==> src/rtl/fft16_bf_sequencer.sv <==
// In-place 16-point radix-2 FFT sequencer: bit-reversed load, 4x8 butterflies, natural-order unload.
// Optional FFT_STAGE_SCALE_EN halves every stored butterfly result (total 1/16).
module fft16_bf_sequencer #(
    parameter int N = 16,
    parameter int Q = 8
) (
    input  logic         i_clk,
    input  logic         i_rst_n,
    input  logic [N-1:0] i_in_re,
    input  logic [N-1:0] i_in_im,
    input  logic         i_in_valid,
    output logic         o_in_ready,
    output logic [N-1:0] o_bf_in0_re,
    output logic [N-1:0] o_bf_in0_im,
    output logic [N-1:0] o_bf_in1_re,
    output logic [N-1:0] o_bf_in1_im,
    output logic [N-1:0] o_bf_tw_re,
    output logic [N-1:0] o_bf_tw_im,
    output logic         o_bf_start,
    input  logic [N-1:0] i_bf_out0_re,
    input  logic [N-1:0] i_bf_out0_im,
    input  logic [N-1:0] i_bf_out1_re,
    input  logic [N-1:0] i_bf_out1_im,
    input  logic         i_bf_done,
    output logic [N-1:0] o_out_re,
    output logic [N-1:0] o_out_im,
    output logic         o_out_valid,
    input  logic         i_out_ready,
    output logic         o_busy
);

    typedef enum logic [2:0] {
        S_IDLE,
        S_LOAD,
        S_ISSUE,
        S_WAIT,
        S_WRITE,
        S_UNLOAD
    } state_t;

    localparam logic [N-1:0] ONE = N'(1 << Q);

    function automatic logic [3:0] bitrev4(input logic [3:0] n);
        return {n[0], n[1], n[2], n[3]};
    endfunction

    function automatic logic [3:0] calc_idx0(input logic [1:0] s,
                                             input logic [2:0] b);
        logic [3:0] half;
        logic [3:0] pos;
        logic [3:0] grp;
        half = 4'd1 << s;
        pos  = {1'b0, b} & (half - 4'd1);
        grp  = {1'b0, b} >> s;
        return (grp << ({1'b0, s} + 3'd1)) + pos;
    endfunction

    function automatic logic [2:0] calc_k(input logic [1:0] s,
                                          input logic [2:0] b);
        logic [3:0] hm;
        logic [2:0] pos;
        hm  = (4'd1 << s) - 4'd1;
        pos = b & hm[2:0];
        return pos << (2'd3 - s);
    endfunction

    // W16^k, Q8.8: {re, im}
    function automatic logic [2*N-1:0] tw_rom(input logic [2:0] k);
        logic [N-1:0] re;
        logic [N-1:0] im;
        unique case (k)
            3'd0: begin re = ONE;      im = N'(0);    end
            3'd1: begin re = N'(237);  im = N'(-98);  end
            3'd2: begin re = N'(181);  im = N'(-181); end
            3'd3: begin re = N'(98);   im = N'(-237); end
            3'd4: begin re = N'(0);    im = -ONE;     end
            3'd5: begin re = N'(-98);  im = N'(-237); end
            3'd6: begin re = N'(-181); im = N'(-181); end
            3'd7: begin re = N'(-237); im = N'(-98);  end
        endcase
        return {re, im};
    endfunction

    function automatic logic [N-1:0] scl(input logic [N-1:0] v);
`ifdef FFT_STAGE_SCALE_EN
        return $signed(v) >>> 1;
`else
        return v;
`endif
    endfunction

    state_t       state;
    state_t       next_state;
    logic [2*N-1:0] mem [16];

    logic [3:0] in_cnt;
    logic [3:0] out_idx;
    logic [3:0] out_idx_n;
    logic [1:0] s_q;
    logic [1:0] s_n;
    logic [2:0] b_q;
    logic [2:0] b_n;
    logic [3:0] idx0_q;
    logic [3:0] idx1_q;
    logic [3:0] idx0_n;
    logic [3:0] idx1_n;
    logic [2:0] k_n;

    logic [N-1:0] res0_re;
    logic [N-1:0] res0_im;
    logic [N-1:0] res1_re;
    logic [N-1:0] res1_im;

    logic in_fire;
    logic out_fire;
    logic in_ready_n;
    logic busy_n;
    logic start_n;
    logic valid_n;

    assign in_fire  = i_in_valid & o_in_ready;
    assign out_fire = o_out_valid & i_out_ready;

    always_ff @(posedge i_clk or negedge i_rst_n) begin
        if (!i_rst_n) state <= S_IDLE;
        else          state <= next_state;
    end

    always_comb begin
        next_state = state;
        s_n        = s_q;
        b_n        = b_q;
        unique case (state)
            S_IDLE: begin
                if (in_fire) next_state = S_LOAD;
            end
            S_LOAD: begin
                if (in_fire && in_cnt == 4'd15) begin
                    next_state = S_ISSUE;
                    s_n        = 2'd0;
                    b_n        = 3'd0;
                end
            end
            S_ISSUE: next_state = S_WAIT;
            S_WAIT: begin
                if (i_bf_done) next_state = S_WRITE;
            end
            S_WRITE: begin
                if (b_q != 3'd7) begin
                    b_n        = b_q + 3'd1;
                    next_state = S_ISSUE;
                end else if (s_q != 2'd3) begin
                    s_n        = s_q + 2'd1;
                    b_n        = 3'd0;
                    next_state = S_ISSUE;
                end else begin
                    next_state = S_UNLOAD;
                end
            end
            S_UNLOAD: begin
                if (out_fire && out_idx == 4'd15) next_state = S_IDLE;
            end
            default: next_state = S_IDLE;
        endcase
    end

    always_comb begin
        in_ready_n = (next_state == S_IDLE) || (next_state == S_LOAD);
        busy_n     = (next_state == S_ISSUE) || (next_state == S_WAIT) ||
                     (next_state == S_WRITE);
        start_n    = (next_state == S_ISSUE);
        valid_n    = (next_state == S_UNLOAD);
        idx0_n     = calc_idx0(s_n, b_n);
        idx1_n     = idx0_n + (4'd1 << s_n);
        k_n        = calc_k(s_n, b_n);
        out_idx_n  = out_idx;
        if (state == S_WRITE) out_idx_n = 4'd0;
        else if (out_fire)    out_idx_n = out_idx + 4'd1;
    end

    // Next-pair reads never alias the pair being written back this edge.
    always_ff @(posedge i_clk or negedge i_rst_n) begin
        if (!i_rst_n) begin
            o_in_ready  <= 1'b0;
            o_busy      <= 1'b0;
            o_bf_start  <= 1'b0;
            o_out_valid <= 1'b0;
            o_bf_in0_re <= '0;
            o_bf_in0_im <= '0;
            o_bf_in1_re <= '0;
            o_bf_in1_im <= '0;
            o_bf_tw_re  <= '0;
            o_bf_tw_im  <= '0;
            o_out_re    <= '0;
            o_out_im    <= '0;
            in_cnt      <= '0;
            out_idx     <= '0;
            s_q         <= '0;
            b_q         <= '0;
            idx0_q      <= '0;
            idx1_q      <= '0;
            res0_re     <= '0;
            res0_im     <= '0;
            res1_re     <= '0;
            res1_im     <= '0;
        end else begin
            o_in_ready  <= in_ready_n;
            o_busy      <= busy_n;
            o_bf_start  <= start_n;
            o_out_valid <= valid_n;
            s_q         <= s_n;
            b_q         <= b_n;
            out_idx     <= out_idx_n;
            if (in_fire) in_cnt <= in_cnt + 4'd1;
            if (start_n) begin
                idx0_q <= idx0_n;
                idx1_q <= idx1_n;
                {o_bf_in0_re, o_bf_in0_im} <= mem[idx0_n];
                {o_bf_in1_re, o_bf_in1_im} <= mem[idx1_n];
                {o_bf_tw_re, o_bf_tw_im}   <= tw_rom(k_n);
            end
            if (state == S_WAIT && i_bf_done) begin
                res0_re <= i_bf_out0_re;
                res0_im <= i_bf_out0_im;
                res1_re <= i_bf_out1_re;
                res1_im <= i_bf_out1_im;
            end
            if (valid_n) {o_out_re, o_out_im} <= mem[out_idx_n];
        end
    end

    always_ff @(posedge i_clk) begin
        if (in_fire) mem[bitrev4(in_cnt)] <= {i_in_re, i_in_im};
        if (state == S_WRITE) begin
            mem[idx0_q] <= {scl(res0_re), scl(res0_im)};
            mem[idx1_q] <= {scl(res1_re), scl(res1_im)};
        end
    end

endmodule
==> config.mk <==
export PLATFORM = sky130hd
export DESIGN_NAME = fft16_bf_sequencer
export DESIGN_NICKNAME = d
export VERILOG_FILES = /design/src/rtl/fft16_bf_sequencer.sv
export SDC_FILE = /design/constraint.sdc
export NUM_CORES = 2
export LEC_CHECK = 0
export CAP_MARGIN = 25
export CORE_MARGIN = 8
export CORE_UTILIZATION = 40
export CTS_CLUSTER_DIAMETER = 120
export DETAILED_ROUTE_END_ITERATION = 8
export SLEW_MARGIN = 20
export SYNTH_ARGS = -nofsm -noshare
export SYNTH_HDL_FRONTEND = slang
export SYNTH_SLANG_ARGS = --single-unit
export TNS_END_PERCENT = 100
==> constraint.sdc <==
create_clock -name i_clk -period 10.35 [get_ports i_clk]
set_input_delay 3.105 -clock i_clk [delete_from_list [all_inputs] [get_ports i_clk]]
set_output_delay 3.105 -clock i_clk [all_outputs]
set_load 0.01 [all_outputs]
port_nets.png
Scale: 1 px per µm.
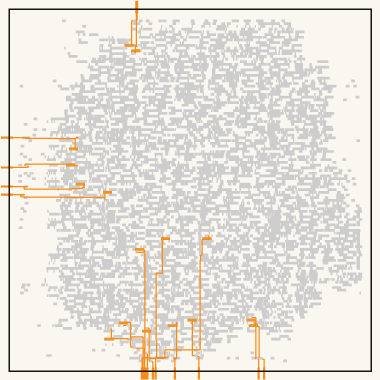
| port | color | bits | direction | end cells | buffers | wire |
|---|---|---|---|---|---|---|
| `o_out_re` | orange | 16 | output | 16 | 16 | 1360 µm |

==> Slide: Implementation Results <==
Implementation Results

STA
  • Worst hold slack across all endpoints: 0.479 ns
  • Final Hold Violation Tally: 0
  • Final count of negative-setup-slack endpoints: 0
  • Rel. slew slack: 22.2%
  • Post-route setup slack: 2.15 ns
  • Maximum clock frequency: 0.122 GHz
  • Max-slew violation total from the final report: 0
  • Unrepaired setup endpoints after global routing: no
  • Ratio of final minimum period to clock period: 79.2%
  • Minimum clock period: 8.20 ns
  • Least-Margin Pin Slew: 1.17 ns
  • Final sum of negative setup slack: 0 ns

Worst hold path
  • Hold Crit Endpoint: o_bf_tw_re[5]
  • Worst min path class: flop to flop
  • Hold depth: 2
  • Hold Path Origin: o_bf_tw_re[5]

Clock network
  • Clock-pin slew on the worst setup and hold paths: 0.06 ns
  • Maximum root-to-sink buffer count: 3
  • Total CTS buffers: 86
  • CTS Root Cell: clkbuf_16
  • Clock tree from TritonCTS: yes
  • CTS Hold Bufs: 0
  • H-tree depth: 3
  • Cts repair resizes: 0
  • Count of buffers added by post-CTS timing repair for setup: 0
  • Clock net sink count: 715

Layout
  • Post-layout util: 45.2%
  • Most frequent logic cell in the layout: nand2_1
  • Post-Layout Inst Area: 0.0534 mm²
  • Layout Nets: 4696
  • Most numerous logic cells after layout: 1072 x nand2_1, 642 x mux2i_1, 512 x edfxtp_1
  • Flip-flop and latch area: 0.0205 mm²
  • Synthesis-to-layout area growth: 12.4%
  • Layout cells sized above 1: 11.9%
  • Layout fillers: 10800
  • Comb. cell area: 0.0250 mm²

Yosys
  • Synthesized area per cell: 10.0 µm²
  • Synth Seq Share: 43.1%
  • Share of flip-flops with an asynchronous set or reset after synthesis: 28.4%
  • Registers, synthesis: 715
  • Main synth FF type: edfxtp_1
  • Yosys-reported design area after synthesis: 0.0475 mm²
  • Number of library cell types mapped by synthesis: 67
  • Area fraction in full adders, half adders and majority gates: 0.717%
  • Simple-gate portion of the synthesized area: 14.0%
  • Number of synthesis warnings: 0
  • Post-Syn Area: 0.0475 mm²
  • Main logic family after synthesis: multiplexers
  • Number of cells in the yosys synthesis report: 4729
  • Gate count after technology mapping: 4729
  • Total nets after synthesis: 4856
  • Post-Synth AOI/OAI Area: 11.1%
  • Xor-xnor portion of the synthesized cell area: 0.240%
  • Flip-flops with a built-in enable: 512
  • Share of cell area taken by muxes after synthesis: 25.7%

Place
  • Detailed placer's ending HPWL: 103000 µm
  • Number of buffer cells added on primary ports: 231
  • Worst slack at placement: 1.54 ns
  • RD Place Congestion: 0.851
  • Post-DP Area: 0.0505 mm²

Floorplan
  • Core outline area: 0.118 mm²
  • Std-Cell Rows: 126
  • Top Ports: 233
  • DIE AREA: 0.130 mm²
  • Die Span Y: 360 µm
  • Fp_density: 40.2%
  • Die x size: 360 µm

Flow run
  • Number of violations of the max-capacitance limit: 0
  • Number of logged tool warnings: 41

Drt
  • Detailed-route wire length: 190000 µm
  • Amount of wire on met3 after detailed routing: 21800 µm
  • Number of vias after detailed routing: 39800
  • Count of nets left with antenna violations after detail routing: 0
  • Routed wire length per instance: 30.7 µm
  • Met1 layer wirelength in the final routing: 71600 µm
  • First-iteration detailed-routing DRC count: 5800
  • Routed met2 length: 84900 µm
  • Highest layer used for signal routing: met4
  • DRC errors left: 0
  • First-pass DRT Iterations: 6
  • Ratio of routed vias to standard cells: 6.45

Power
  • IR drop worst, VDD: 319 µV
  • Pleak: 20.9 nW
  • Power density over the cells: 260 mW/mm²

Worst setup path
  • Register-to-register path setup slack: 4.33 ns
  • Sort of element at the end of the critical path: flop
  • RR Endpoint: o_bf_in1_im[5]
  • Path depth of the worst reg2reg path: 13
  • Critical Path AT: 8.70 ns
  • Critical R2R Launch: state[1]
  • Critical path data required time: 10.86 ns
  • Startpoint-to-endpoint class of the critical path: primary input to flop
  • Crit Path Max Fanout: 58
  • Kind of start point of the critical path: primary input

Global route
  • Total congestion overflow after global routing: 0
  • Largest net degree at the start of global routing: 171
  • First-pass GRT wire length: 272000 µm
  • Number of antenna violations at the first check in global routing: 4
  • Vias in the first global route: 37600
  • Combined global-route utilization of all metal layers: 28.0%

Outcome
  • Result of the run: finished clean
final_clocks.png
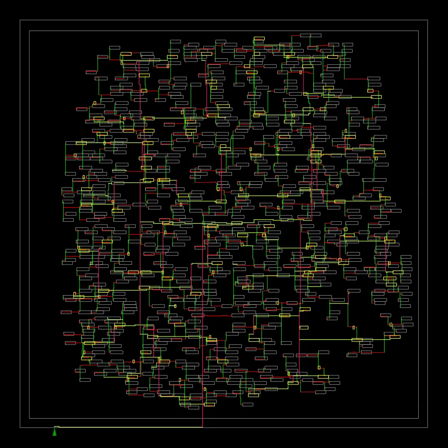
clk_lat worst skew: 0.67 ns
Final Skew: 0.0264 ns
Power Clock: 0.00306 W
Flops: 715

==> area by class of cell <==
| cell class | count | area share [%] |
|---|---|---|
| multi-input combinational | 3428 | 46.8 |
| sequential | 715 | 38.3 |
| tap | 1536 | 3.60 |
| clock inverter | 37 | 0.499 |
| clock buffer | 124 | 4.69 |
| inverter | 17 | 0.138 |
| antenna | 4 | 0.0188 |
| timing repair buffer | 321 | 5.91 |
==> layer usage <==
| metal | global-route usage, % | up-vias |
|---|---|---|
| met2 | 44.1 | 2828 |
| met1 | 36.4 | 19400 |
| met3 | 5.65 | 662 |
| met4 | 15.1 | 0 |
| met5 | 0 | - |
| li1 | - | 16900 |
==> synth_stat cells (34+ instances only) <==
| master | n | area [µm²] |
|---|---|---|
| nand2_1 | 1091 | 4100 |
| mux2i_1 | 642 | 6430 |
| edfxtp_1 | 512 | 15400 |
| clkbuf_1 | 423 | 1590 |
| nor2_1 | 291 | 1090 |
| a21oi_1 | 273 | 1370 |
| mux4_2 | 256 | 5770 |
| o21ai_0 | 255 | 1280 |
| dfrtp_1 | 203 | 5080 |
| and3_1 | 104 | 651 |
| a311oi_1 | 96 | 841 |
| nand3_1 | 81 | 405 |
| buf_1 | 61 | 229 |
| buf_2 | 52 | 260 |
| o21ai_1 | 45 | 225 |
| a31oi_1 | 34 | 213 |
==> worst max-delay path by stage <==
| stage | startpoint | endpoint | slack, ns | cells after the start |
|---|---|---|---|---|
| after floorplan | i_in_valid | o_bf_in1_re[10] | 3.16 | 16 |
| after global placement | i_in_valid | o_bf_in1_im[13] | 1.26 | 18 |
| after CTS | i_in_valid | o_bf_in1_im[5] | 2.23 | 15 |
| final | i_in_valid | o_bf_in1_im[5] | 2.15 | 15 |
| after global routing | i_in_valid | o_bf_in1_im[15] | 1.89 | 18 |
| after detailed placement | i_in_valid | o_bf_in1_im[5] | 1.54 | 15 |
==> sequential cells by signal, indices dropped and copies added (netlist names), 4 cells and up <==
name and cells:
mem 512, idx0_q 4, o_bf_tw_re 8, o_out_im 16, res0_im 16, res1_re 16
res1_im 16, idx1_q 4, res0_re 16, o_out_re 16, o_bf_in1_im 16, out_idx 4
o_bf_in0_im 16, o_bf_in0_re 16, o_bf_in1_re 16, o_bf_tw_im 7, in_cnt 4
==> where the power goes <==
| group | switching, W | internal (W) | leakage (nW) |
|---|---|---|---|
| Sequential | 0.000987 | 0.00362 | 7.26 |
| Clock | 0.00131 | 0.00175 | 1.35 |
| Combinational | 0.00347 | 0.00275 | 12.3 |
| Total | 0.00576 | 0.00812 | 20.9 |
==> through the flow <==
| step | total power (W) | instances |
|---|---|---|
| floorplan | 0.00852 | 4729 |
| global placement | 0.0106 | 6014 |
| detailed placement | 0.0107 | 6015 |
| CTS | 0.0138 | 6176 |
| global route | 0.0144 | 6181 |
| finish | 0.0139 | 6182 |
==> critical path, stage by stage <==
cell and delay (ns):
clkdlybuf4s50_1 0.56, nand2_1 0.12, or3_1 0.52, o311ai_4 0.19
inv_2 0.19, ha_1 0.32, nand2b_1 0.20, nor3_1 0.30
ha_4 0.20, fa_4 0.72, fa_4 1.11, buf_12 0.38
mux4_2 0.38, mux2i_1 0.19, o221ai_1 0.14
No activity file was given, so power comes from the tool's default toggle rates.
